Figure 1. M1 wires (run 1).
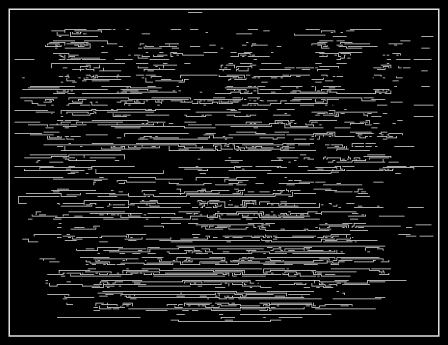
Figure 2. M2 wires (run 1).
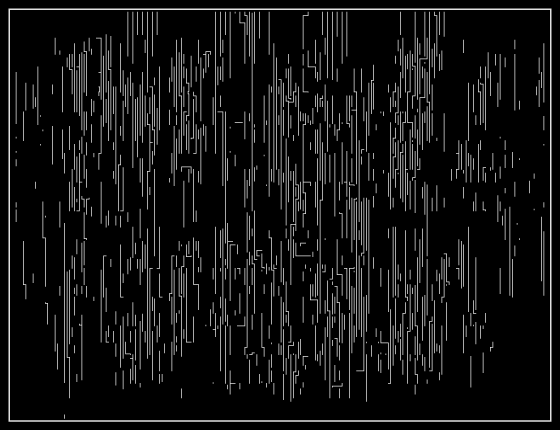
Figure 3. M3 wires (run 1).
Scale bar: 20 µm.
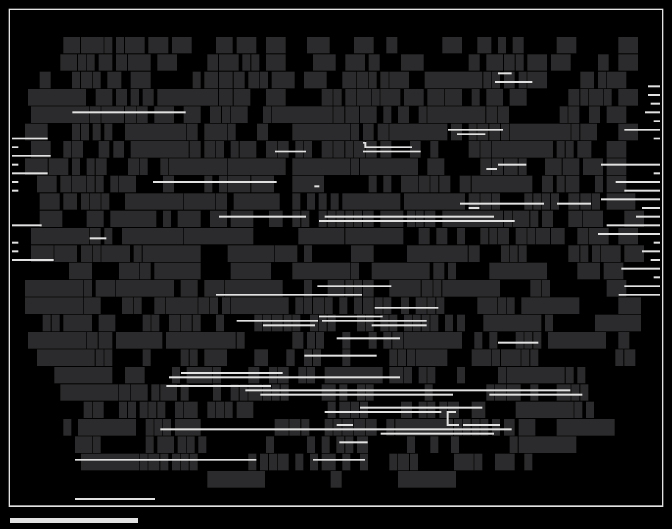
--- config.mk ---
export PLATFORM = sky130hd
export DESIGN_NAME = hello_rotate_register_flat
export DESIGN_NICKNAME = d
export VERILOG_FILES = /design/src/rtl/hello_disp_pkg.sv /design/src/rtl/hello_rotate_register_if.sv /design/src/rtl/char_to_seg7.sv /design/src/rtl/hello_rotate_register.sv /design/src/flat_wrapper.sv
export SDC_FILE = /design/constraint.sdc
export NUM_CORES = 1
export LEC_CHECK = 0
export ABC_AREA = 1
export CORE_ASPECT_RATIO = 0.75
export CORE_MARGIN = 2
export CORE_UTILIZATION = 50
export DETAILED_ROUTE_END_ITERATION = 16
export PLACE_DENSITY = 0.75
export SLEW_MARGIN = 30
export SYNTH_ARGS = -nofsm -noshare
export SYNTH_HDL_FRONTEND = slang
export SYNTH_HIERARCHICAL = 1
export SYNTH_SLANG_ARGS = --single-unit
export TNS_END_PERCENT = 20
--- constraint.sdc ---
create_clock -name Clock -period 1.8 [get_ports Clock]
set_input_delay 0.27 -clock Clock [delete_from_list [all_inputs] [get_ports Clock]]
set_output_delay 0.27 -clock Clock [all_outputs]
set_load 0.01 [all_outputs]
--- src/rtl/hello_disp_pkg.sv ---
// Shared constants for the HELLO rotating display: character codes,
// active-low segment patterns {g,f,e,d,c,b,a} and the digit count.
package hello_disp_pkg;

    localparam int NUM_DIGITS = 8;

    localparam logic [2:0] CH_BLANK = 3'd0;
    localparam logic [2:0] CH_H     = 3'd1;
    localparam logic [2:0] CH_E     = 3'd2;
    localparam logic [2:0] CH_L     = 3'd3;
    localparam logic [2:0] CH_O     = 3'd4;

    localparam logic [6:0] SEG_BLANK = 7'h7F;
    localparam logic [6:0] SEG_H     = 7'h09;
    localparam logic [6:0] SEG_E     = 7'h06;
    localparam logic [6:0] SEG_L     = 7'h47;
    localparam logic [6:0] SEG_O     = 7'h40;

    // Codes 5..7 are not characters and fall through to blank.
    function automatic logic [6:0] code_to_seg(input logic [2:0] code);
        case (code)
            CH_H:    return SEG_H;
            CH_E:    return SEG_E;
            CH_L:    return SEG_L;
            CH_O:    return SEG_O;
            default: return SEG_BLANK;
        endcase
    endfunction

endpackage

--- src/rtl/hello_rotate_register_if.sv ---
// Control and display bundle for hello_rotate_register.
// Optional macro ROTATE_DIR_EN adds the Dir (rotation direction) signal.
interface hello_rotate_register_if;

    logic       Shift;
    logic       InValid;
    logic [2:0] InChar;
`ifdef ROTATE_DIR_EN
    logic       Dir;
`endif
    logic [6:0] HEX7;
    logic [6:0] HEX6;
    logic [6:0] HEX5;
    logic [6:0] HEX4;
    logic [6:0] HEX3;
    logic [6:0] HEX2;
    logic [6:0] HEX1;
    logic [6:0] HEX0;
    logic       Tick;
    logic [2:0] RotCount;

    modport master (
`ifdef ROTATE_DIR_EN
        output Dir,
`endif
        output Shift, InValid, InChar,
        input  HEX7, HEX6, HEX5, HEX4, HEX3, HEX2, HEX1, HEX0,
        input  Tick, RotCount
    );

    modport slave (
`ifdef ROTATE_DIR_EN
        input  Dir,
`endif
        input  Shift, InValid, InChar,
        output HEX7, HEX6, HEX5, HEX4, HEX3, HEX2, HEX1, HEX0,
        output Tick, RotCount
    );

endinterface

--- src/rtl/char_to_seg7.sv ---
// Combinational 3-bit character code to active-low 7-segment decoder.
module char_to_seg7
    import hello_disp_pkg::*;
(
    input  logic [2:0] code,
    output logic [6:0] seg
);

    // Pure lookup; unused codes decode to blank.
    always_comb begin
        seg = code_to_seg(code);
    end

endmodule

--- src/rtl/hello_rotate_register.sv ---
// Eight-digit character register that loads by shifting in from the right
// and, in rotate mode, rotates once every TICK_DIV clocks.
// Optional macro ROTATE_DIR_EN enables the Dir input (1 = rotate right).
module hello_rotate_register
    import hello_disp_pkg::*;
#(
    parameter int TICK_DIV = 25000000
) (
    input  logic                    Clock,
    input  logic                    Reset,
    hello_rotate_register_if.slave  bus
);

    // At least one prescaler bit so TICK_DIV=1 still has a legal counter.
    localparam int PW = (TICK_DIV > 1) ? $clog2(TICK_DIV) : 1;
    localparam logic [PW-1:0] TERM = PW'(TICK_DIV - 1);

    logic [PW-1:0] presc_reg;
    logic [2:0]    char_reg  [NUM_DIGITS];
    logic [2:0]    char_next [NUM_DIGITS];
    logic [2:0]    rot_count_reg;
    logic          tick_reg;
    logic          rotate_now;
    logic          dir_right;
    logic [6:0]    seg [NUM_DIGITS];

`ifdef ROTATE_DIR_EN
    assign dir_right = bus.Dir;
`else
    assign dir_right = 1'b0;
`endif

    // A rotate fires on the clock where the prescaler sits at terminal count.
    assign rotate_now = bus.Shift && (presc_reg == TERM);

    // Per-digit next value: rotate wins over load; load shifts toward HEX7.
    generate
        for (genvar gi = 0; gi < NUM_DIGITS; gi++) begin : g_digit
            localparam int LEFT_SRC  = (gi + NUM_DIGITS - 1) % NUM_DIGITS;
            localparam int RIGHT_SRC = (gi + 1) % NUM_DIGITS;
            logic [2:0] rot_src;
            logic [2:0] load_src;

            assign rot_src = dir_right ? char_reg[RIGHT_SRC] : char_reg[LEFT_SRC];

            if (gi == 0) begin : g_load_in
                assign load_src = bus.InChar;
            end else begin : g_load_shift
                assign load_src = char_reg[gi-1];
            end

            assign char_next[gi] = bus.Shift
                                 ? (rotate_now  ? rot_src  : char_reg[gi])
                                 : (bus.InValid ? load_src : char_reg[gi]);

            char_to_seg7 u_dec (
                .code (char_reg[gi]),
                .seg  (seg[gi])
            );
        end
    endgenerate

    // Prescaler runs only in rotate mode and restarts whenever Shift drops.
    always_ff @(posedge Clock or posedge Reset) begin
        if (Reset) begin
            presc_reg <= '0;
        end else if (!bus.Shift || rotate_now) begin
            presc_reg <= '0;
        end else begin
            presc_reg <= presc_reg + PW'(1);
        end
    end

    // Character storage; reset clears every digit to blank.
    always_ff @(posedge Clock or posedge Reset) begin
        if (Reset) begin
            for (int i = 0; i < NUM_DIGITS; i++) begin
                char_reg[i] <= CH_BLANK;
            end
        end else begin
            for (int i = 0; i < NUM_DIGITS; i++) begin
                char_reg[i] <= char_next[i];
            end
        end
    end

    // Rotation counter and the one-cycle Tick that follows each rotate.
    always_ff @(posedge Clock or posedge Reset) begin
        if (Reset) begin
            rot_count_reg <= 3'd0;
            tick_reg      <= 1'b0;
        end else begin
            tick_reg <= rotate_now;
            if (rotate_now) begin
                rot_count_reg <= rot_count_reg + 3'd1;
            end
        end
    end

    assign bus.HEX0     = seg[0];
    assign bus.HEX1     = seg[1];
    assign bus.HEX2     = seg[2];
    assign bus.HEX3     = seg[3];
    assign bus.HEX4     = seg[4];
    assign bus.HEX5     = seg[5];
    assign bus.HEX6     = seg[6];
    assign bus.HEX7     = seg[7];
    assign bus.Tick     = tick_reg;
    assign bus.RotCount = rot_count_reg;

endmodule
--- src/flat_wrapper.sv ---
// flat-port wrapper written by rule: the top's interface ports become plain ports
module hello_rotate_register_flat import hello_disp_pkg::*;
#(
    parameter int TICK_DIV = 25000000
)
  (Clock, Reset, bus_Shift, bus_InValid, bus_InChar, bus_HEX7, bus_HEX6, bus_HEX5, bus_HEX4, bus_HEX3, bus_HEX2, bus_HEX1, bus_HEX0, bus_Tick, bus_RotCount);
  hello_rotate_register_if bus_i ();
  input  logic Clock;
  input  logic Reset;
  input wire logic [$bits(bus_i.Shift)-1:0] bus_Shift;
  input wire logic [$bits(bus_i.InValid)-1:0] bus_InValid;
  input wire logic [$bits(bus_i.InChar)-1:0] bus_InChar;
  output wire logic [$bits(bus_i.HEX7)-1:0] bus_HEX7;
  output wire logic [$bits(bus_i.HEX6)-1:0] bus_HEX6;
  output wire logic [$bits(bus_i.HEX5)-1:0] bus_HEX5;
  output wire logic [$bits(bus_i.HEX4)-1:0] bus_HEX4;
  output wire logic [$bits(bus_i.HEX3)-1:0] bus_HEX3;
  output wire logic [$bits(bus_i.HEX2)-1:0] bus_HEX2;
  output wire logic [$bits(bus_i.HEX1)-1:0] bus_HEX1;
  output wire logic [$bits(bus_i.HEX0)-1:0] bus_HEX0;
  output wire logic [$bits(bus_i.Tick)-1:0] bus_Tick;
  output wire logic [$bits(bus_i.RotCount)-1:0] bus_RotCount;
  assign bus_i.Shift = bus_Shift;
  assign bus_i.InValid = bus_InValid;
  assign bus_i.InChar = bus_InChar;
  assign bus_HEX7 = bus_i.HEX7;
  assign bus_HEX6 = bus_i.HEX6;
  assign bus_HEX5 = bus_i.HEX5;
  assign bus_HEX4 = bus_i.HEX4;
  assign bus_HEX3 = bus_i.HEX3;
  assign bus_HEX2 = bus_i.HEX2;
  assign bus_HEX1 = bus_i.HEX1;
  assign bus_HEX0 = bus_i.HEX0;
  assign bus_Tick = bus_i.Tick;
  assign bus_RotCount = bus_i.RotCount;
  hello_rotate_register #(.TICK_DIV(TICK_DIV)) u_core (.Clock(Clock), .Reset(Reset), .bus(bus_i));
endmodule
==> results_slide.txt, run 1 <==
Run Summary

Status
  – Outcome: complete, no violations

Finish
  – Layout Utilization: 65.58%
  – FILL cells: roughly 660
  – Top cell category: logic gates
  – Multi-In Gates: 380
  – # diodes: 0
  – Top cell excl fill/tap: nand2_1
  – Seq Cell Count: 53
  – Max reg flops: 25
  – Seq/total area: 29.60%
  – Number of non-clock inverters: 57
  – Layout area overhead: 25.30%

Logic synthesis
  – Syn_area_per_cell: 6.969 µm²
  – YS warnings: 6
  – EDFF count, synth: 0
  – Sequential cell area fraction in the yosys report: between 30% and 40%
  – Synth area leader: dfrtp_1
  – Synth logic family: simple AND/OR/NAND/NOR gates

Global route
  – Largest net degree at the start of global routing: 54
  – Vias in the first global route: 3348

Setup path
  – Slowest cell delay on critical path: 410 ps
  – Startpoint Class: register

Routing
  – Routed WL: approximately 9500 µm
  – Via count: 3566
  – DRT iter0 DRCs: 281

Power and ir drop
  – Internal portion of total power: ~3.1 mW
  – Sw power: around 2 mW

Timing
  – Final tally of max-slew violations: 0
  – Endpoints failing hold: 0
  – Worst slew margin: around 70%

Placement
  – Post-place setup slack: 89.27 ps

Die
  – Die area: 0.007922 mm²
  – Init Core Util: 52.34%
About Figure 1:
longest straight run: 49.7 µm
nets with wire on the layer: 551

About Figure 2:
nets with wire on the layer: 500
longest straight run: 37.4 µm

About Figure 3:
share of all routed wire: 7.9%
main direction: horizontal
wire length on this layer: 756 µm
longest straight run: 54.7 µm

==> run 1: worst max-delay path, delay by kind of cell, from the launching register on <==
family	cells	cell delay, ps
AND-OR/OR-AND	1	150
buffers and inverters	2	360
flip-flops	1	410
AND/OR/NAND/NOR	2	240
==> run 1: layer usage <==
metal	GRT usage, %	part of all wire [%]	up-vias
li1	-	-	1773
met5	0	0	-
met2	37.96	43	133
met3	5.766	7.9	4
met1	39.43	48	1656
met4	5.200	0.68	0
==> run 1: power groups by stage <==
stage | Sequential (mW) | Combinational, mW | Clock [mW]
finish | 1.61 | 2.56 | 0.953
global route | 1.65 | 2.85 | 1.01
CTS | 1.60 | 2.55 | 0.970
global placement | 1.62 | 2.86 | 0
detailed placement | 1.64 | 2.93 | 0
floorplan | 1.58 | 1.65 | 0
Figure 4. Where the registers sit (run 1).
Scale bar: 20 µm.
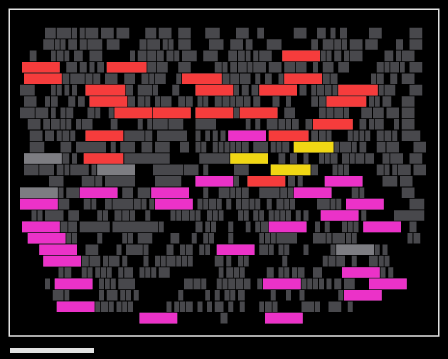

==> run 1 -> run 2 <==
--- a/config.mk
+++ b/config.mk
@@ -7,11 +7,11 @@
 export LEC_CHECK = 0
 export ABC_AREA = 1
 export CORE_ASPECT_RATIO = 0.75
-export CORE_MARGIN = 2
+export CORE_MARGIN = 8
 export CORE_UTILIZATION = 50
+export CTS_CLUSTER_DIAMETER = 50
 export DETAILED_ROUTE_END_ITERATION = 16
 export PLACE_DENSITY = 0.75
-export SLEW_MARGIN = 30
 export SYNTH_ARGS = -nofsm -noshare
 export SYNTH_HDL_FRONTEND = slang
 export SYNTH_HIERARCHICAL = 1
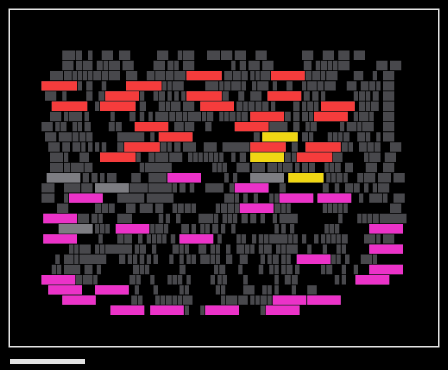
Figure 5: run 2, where the registers sit.
Scale bar: 20 µm.
legend:
  red:
    signal: u_core/g_digit.load_src
    sequential_cells: 21
  magenta:
    signal: u_core/presc_reg
    sequential_cells: 25
  yellow:
    signal: u_core/g_digit.rot_src
    sequential_cells: 3
not coloured: 4

==> run 2 against run 1 <==
Net effect:
- sequential power about the same
- largest power group unchanged
- die area up 29%
- critical endpoint is now bus_HEX2[1]
- core utilization down 1.0 points
- wire length rose by 1.1%
- clock-buffer cell count increased by 2
- critical path depth did not move
==> results_slide.txt, run 2 <==
Run Summary

Finish
  – Max reg flops: 25 (unchanged)
  – Layout Utilization: 64.57% (-1.0 points)
  – # diodes: 0 (unchanged)
  – Layout area overhead: 23.36%

Setup path
  – Slowest cell delay on critical path: 460 ps (+50 ps)
  – Crit path depth: 5 (unchanged)
  – WP buf/inv: 1 (-1)
  – Startpoint Class: register
  – Worst Path Required: 1530 ps
  – Crit-path leading delay family: flip-flops

Logic synthesis
  – Sequential cell area fraction in the yosys report: 36.74% (unchanged)
  – Synth area leader: dfrtp_1
  – EDFF count, synth: 0 (unchanged)
  – Most numerous cell in the Yosys netlist: nand2_1
  – Syn_area_per_cell: 6.969 µm² (unchanged)

Placement
  – Post-place setup slack: 53.34 ps (-35.93 ps)
  – PortBufs: 66

Routing
  – Via count: 3524 (-1.2%)
  – DRT iter0 DRCs: 255 (-9.3%)
  – Max layer used: met4
  – Met2 wire length: 4141 µm (+1.2%)
  – Routed WL: 9628 µm (+1.1%)
  – WL met3: 920 µm (+22%)
  – Final ANT Viol Nets: 0

Global route
  – Met2 GRT Util: 29.23% (-8.7 points)
  – Met3 usage: 5.210% (-0.56 points)
  – GRT Util Overall: between 10% and 20%
  – Met1 Use GR: 26.56% (-13 points)
  – Most crowded layer after global routing: met2
  – Largest net degree at the start of global routing: 54 (unchanged)
  – Vias in the first global route: 3235 (-3.4%)

Power and ir drop
  – Top pwr grp: combinational cells
  – Internal portion of total power: 2.858 mW (-8.9%)
  – Sw power: 1.971 mW (-1.1%)
  – Clock Power: 0.673 mW (-29%)

Status
  – Outcome: complete, no violations

Timing
  – Worst hold slack: 310.4 ps
  – Worst slew margin: 62.74% (-5.8 points)
  – Endpoints failing hold: 0 (unchanged)

Die
  – Init Core Util: 52.34% (unchanged)
  – Die area: 0.01022 mm² (+29%)
==> run 2: worst reg2reg max path, stage by stage, from the launching register on <==
cell and delay [ps]:
dfrtp_1 400, ha_1 200, nand2_2 100, nor2_8 150, nand2_2 90, nor2_4 150, nand2_4 90, nand2_8 120
buf_12 140, nand3_1 80, nand2_1 100
==> run 2: final cells by class <==
type	count	area, µm²
Fill cell	644	2444
Multi-Input combinational cell	380	1846
Tap cell	98	122.6
Clock buffer	7	86.33
Timing Repair Buffer	89	842.1
Sequential cell	53	1343
Inverter	57	214.0
==> run 2: logic make-up after synthesis <==
family | share of synthesized area [%]
xor gates and xnor gates | 2.184
DFF | 36.74
buffers and inverters | 12.24
AOI/OAI and AO/OA | 3.258
adders and majority gates | 0.6931
and+or+nand+nor | 44.89
Power and IR drop assume default switching activity.
